Fig. 1: run 1, I/O nets highlighted
Drawn at 3 px/um.
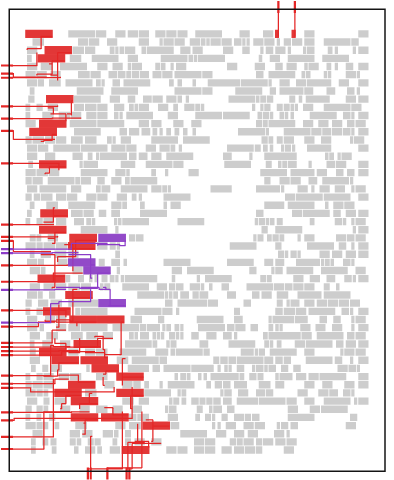
Fig. 2: run 1, sequential cells colored by netlist name
Drawn at 2 px/um. Other sequential cells in the stronger gray, the rest of the logic in the fainter gray.
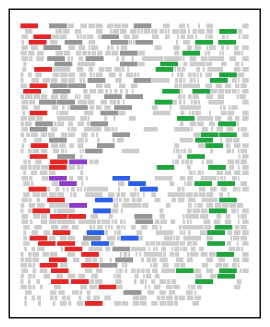
Fig. 3: run 1, cell classes on the final placement
Drawn at 2 px/um.
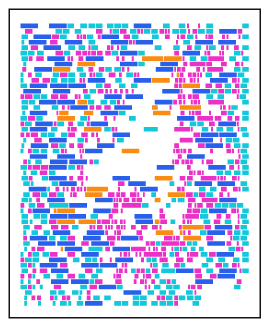
==> config.mk <==
export PLATFORM = sky130hd
export DESIGN_NAME = mem_access
export DESIGN_NICKNAME = d
export VERILOG_FILES = /design/src/rtl/mem_access.sv
export SDC_FILE = /design/constraint.sdc
export NUM_CORES = 1
export LEC_CHECK = 0
export CAP_MARGIN = 10
export CORE_ASPECT_RATIO = 1.25
export CORE_MARGIN = 5
export CORE_UTILIZATION = 38
export CTS_CLUSTER_DIAMETER = 50
export CTS_CLUSTER_SIZE = 8
export DETAILED_ROUTE_END_ITERATION = 7
export PLACE_DENSITY_LB_ADDON = 0.2
export SYNTH_ARGS = -nofsm -noshare
export SYNTH_HDL_FRONTEND = slang
export SYNTH_SLANG_ARGS = --single-unit
==> constraint.sdc <==
create_clock -name clk -period 4.4 [get_ports clk]
set_clock_uncertainty 0.2 [all_clocks]
set_input_delay 0.88 -clock clk [delete_from_list [all_inputs] [get_ports clk]]
set_output_delay 0.88 -clock clk [all_outputs]
set_load 0.01 [all_outputs]
==> flow_summary.ini, run 1 <==
; flow metrics
[pwr]
p_per_area_nw_per_um2 = 544.0
power_mw = 5.397
power.switching_mw = 1.706
p_comb_mw = 2.13
power_leader = combinational cells
leakagePower_nw = 4.287
combPwrFrac = 0.395
switching_share = 0.3161

[worst_setup_path]
r2r_cells = 4
setup.worst_path.class = in -> out
cp_num_buf_inv = 3
path_depth = 10
crit_fanout = 3
slowest_stage = clkdlybuf4s50_1
crit_path_end_kind = output pin
cp_top_family = buffers and inverters

[logic_synthesis]
ys_sh_adder = 0.009996
yosys.area.top_type_share = 0.4518
synthMuxAreaShare = 0.1150
synthesis.area_um2 = 6259
syn_area_per_cell_um2 = 9.856
ys_sh_aoi = 0.2085
yosysCellCount = 635
ys_seq_elements = 113
yosysSeqAreaShare = 0.4518
synthTopCellsByArea = dfrtp_1 (45%), mux2_2 (6.7%), a22oi_1 (4.8%)
async_flop_share = 1.000
flop_cell = dfrtp_1
yosys.area.top_type = dfrtp_1
synth_cell_types = 65
synthesis.instances = 635

[layout]
largest_class = logic gates
finalNonFillerCells = 1145
inv_count = 19
combAreaFraction = 0.3177
lay_top_count = clkdlybuf4s50_1
nFlopsAndLatches = 113
logic_gate_count = 452
fillers = 1367
buffer_area_frac = 0.2990
finalNetCount = 1064
comb_area_um2 = 3152
num_antenna_cells = 0
layout-drive-gt1-share = 0.1722
final_cell_mix = clkdlybuf4s50_1 (248), dfrtp_1 (113), nor2_1 (73), nand2_1 (54), a22oi_1 (40)
clock_buffers = 22
area_delta_synth_final_pct = 58.52

[clock_tree]
post_cts_buffers = 2
cts.path.max_buffers = 2
htreeDepth = 4
root_buffer = clkbuf_16
cts.sinks = 113
cts_buffers = 17

[placement]
place_area_um2 = 9387
place_inst = 1111

[drt]
vias = 6086
wl_met2_mm = 10.23
met3WireLength_mm = 2.103
drtIter0Drc = 366
drt_wl_total_mm = 21.64
wl_met1_mm = 8.572
via_per_inst = 5.315

[global_route]
grt_pass1_vias = 6198
grt.met3_usage = 0.08098
grtUsageTotal = 0.2237
overflow = 0
antenna_found_initial = 0
grt_max_degree = 98
grt_util_met2 = 0.3593
grt_pass1_wl_mm = 34.53

[flow_run]
warnings = 29
cap_violations = 0

[timing]
tns_ns = 0
hold_viol = 0
slew_headroom = 0.3324
tightest_slew_ns = 1.001
finalCritPeriodShare = 0.9654
maxSlewViolCount = 0
max_freq_mhz = 235.4
setup_slack_ns = 0.1521
fin_hold_ws_ns = 0.2472

[floorplan]
chipArea_um2 = 19150
die_x_um = 124.8

[outcome]
status = finished clean
About Fig. 1:
Key: data_addr = red [bits 32, direction output, edge 25 left, 5 bottom, 2 top, end cells 32, buffers 30, wire 1120 um]; data_be = purple [bits 4, direction output, edge left, end cells 4, buffers 4, wire 188 um]
Ports: 286
Port Buffer Count: 283

About Fig. 2:
Key: cnt = blue [flops 8]; data_be = purple [flops 4, where middle left]; data_addr = red [flops 30, where a column on the left]; result = green [flops 32, where a column on the right]
Another 39 sequential cells are not colored.
Reg area: 2828 um2
fraction of area in registers: 0.2850
Power Sequential: 1.79 mW
Core Util, Final: 0.6124

About Fig. 3:
Key: remaining buffers and delay cells = cyan [cells 314, share of their area 31%]; clock drivers and dummy loads = orange [cells 31, share of their area 6.5%]; remaining logic cells = magenta [cells 471, share of their area 33%]; registers = blue [cells 113, share of their area 29%]
Core Region: 16200 um2
Rows: 52
Finished Cell Area: 9921 um2

==> run 2: changes to the inputs <==
--- a/config.mk
+++ b/config.mk
@@ -16,3 +16,4 @@
 export SYNTH_ARGS = -nofsm -noshare
 export SYNTH_HDL_FRONTEND = slang
 export SYNTH_SLANG_ARGS = --single-unit
+export TNS_END_PERCENT = 20
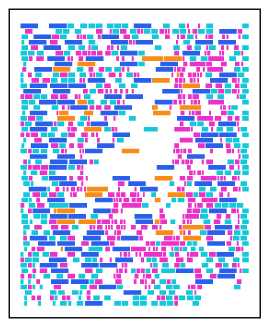
Fig. 4. Cell classes on the final placement (run 2).
Drawn at 2 px/um.
Key: remaining buffers and delay cells = cyan [cells 314, share of their area 31%]; clock drivers and dummy loads = orange [cells 31, share of their area 6.5%]; registers = blue [cells 113, share of their area 29%]; remaining logic cells = magenta [cells 471, share of their area 33%]
Finished Cell Area: 9926 um2
Core Util, Final: 0.6127

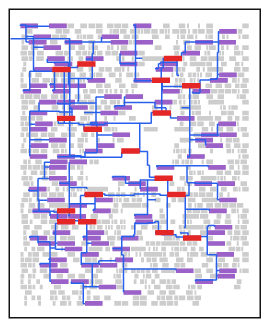
Fig. 5. Routed clock nets over the placement (run 2).
Drawn at 2 px/um.
Key: flip-flops = purple [count 113]; clock wires = blue [length 1680 um]; clock-net drivers = red [count 17]
Position of the flops: widely spread. There are 18 routed clock nets.
clock power share: 0.274
clk_lat worst skew: 0.41 ns
Clock group: 1.48 mW

==> flow_summary.ini, run 2 <==
; flow metrics
[drt]
drtIter0Drc = 366
via_per_inst = 5.334
drt_wl_total_mm = 21.68
top_layer_used = met4
drt_pass1_iterations = 5
vias = 6107
met3WireLength_mm = 2.127
wl_met1_mm = 8.531
ant_nets = 0
wl_met2_mm = 10.30
drc = 0

[layout]
fillers = 1366
final-seq-area_um2 = 2828
buffer_area_frac = 0.2994
combAreaFraction = 0.3175
lay_top_count = clkdlybuf4s50_1
final_cell_mix = clkdlybuf4s50_1 (248), dfrtp_1 (113), nor2_1 (73), nand2_1 (54), a22oi_1 (40)
finalNetCount = 1064
num_antenna_cells = 0
layout-drive-gt1-share = 0.1712
logic_gate_count = 452
area_delta_synth_final_pct = 58.60
comb_area_um2 = 3152
largest_class = logic gates
clkCellAreaFrac = 0.06341
clock_buffers = 22
inv_count = 19
finalNonFillerCells = 1145
nFlopsAndLatches = 113

[timing]
tightest_slew_ns = 1.001
setup_slack_ns = 0.08054
maxSlewViolCount = 0
hold_viol = 0
tns_ns = 0
fin_hold_ws_ns = 0.2471
slew_headroom = 0.3325
rsz0062_at_grt = yes
finalCritPeriodShare = 0.9817
max_freq_mhz = 231.5

[worst_setup_path]
cp_num_buf_inv = 4
slowest_stage = clkdlybuf4s50_1
path_depth = 11
cp_top_family = buffers and inverters
crit_path_end_kind = output pin
r2r_cells = 4
crit_fanout = 16
setup.worst_path.class = in -> out

[global_route]
overflow = 0
grt.met3_usage = 0.08098
grt_pass1_wl_mm = 34.53
grt_pass1_vias = 6198
grt_max_degree = 98
grt_use_met1 = 0.2738
antenna_found_initial = 0
grtUsageTotal = 0.2237
grt_util_met2 = 0.3593

[logic_synthesis]
yosys.area.top_type = dfrtp_1
yosys.area.top_type_share = 0.4518
synthTopCellsByArea = dfrtp_1 (45%), mux2_2 (6.7%), a22oi_1 (4.8%)
synthesis.instances = 635
synthesis.area_um2 = 6259
ys_sh_aoi = 0.2085
yosysSeqAreaShare = 0.4518
ys_seq_elements = 113
edf_count = 0
yosysCellCount = 635
flop_cell = dfrtp_1
syn_area_per_cell_um2 = 9.856
top_logic_kind = AND-OR/OR-AND gates
async_flop_share = 1.000
synth_cell_types = 65
ys_sh_adder = 0.009996
synthMuxAreaShare = 0.1150

[pwr]
power_leader = combinational cells
p_per_area_nw_per_um2 = 543.6
p_comb_mw = 2.13
power.switching_mw = 1.705
switching_share = 0.3160
power_mw = 5.396
combPwrFrac = 0.395
p_seq_mw = 1.79
leakagePower_nw = 4.287

[flow_run]
cap_violations = 0
warnings = 30

[clock_tree]
cts.sinks = 113
htreeDepth = 4
post_cts_buffers = 2
cts_tree = done
cts.path.max_buffers = 2
root_buffer = clkbuf_16
cts_buffers = 17

[placement]
place_area_um2 = 9387
io_buffers = 283
routabilityCongestion = 0.8707
place_inst = 1111

[floorplan]
design.core.area_um2 = 16200
die_x_um = 124.8
chipArea_um2 = 19150
std_cell_rows = 52
num_io_pins = 286
taps = 216

[hold_path]
hold_path_class = reg -> reg

[outcome]
status = finished clean
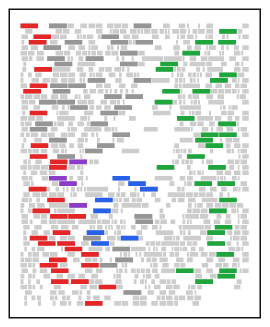
Fig. 6. Sequential cells colored by netlist name (run 2).
Drawn at 2 px/um. Other sequential cells in the stronger gray, the rest of the logic in the fainter gray.
fraction of area in registers: 0.2849

Power is estimated from default activity; no workload was simulated.
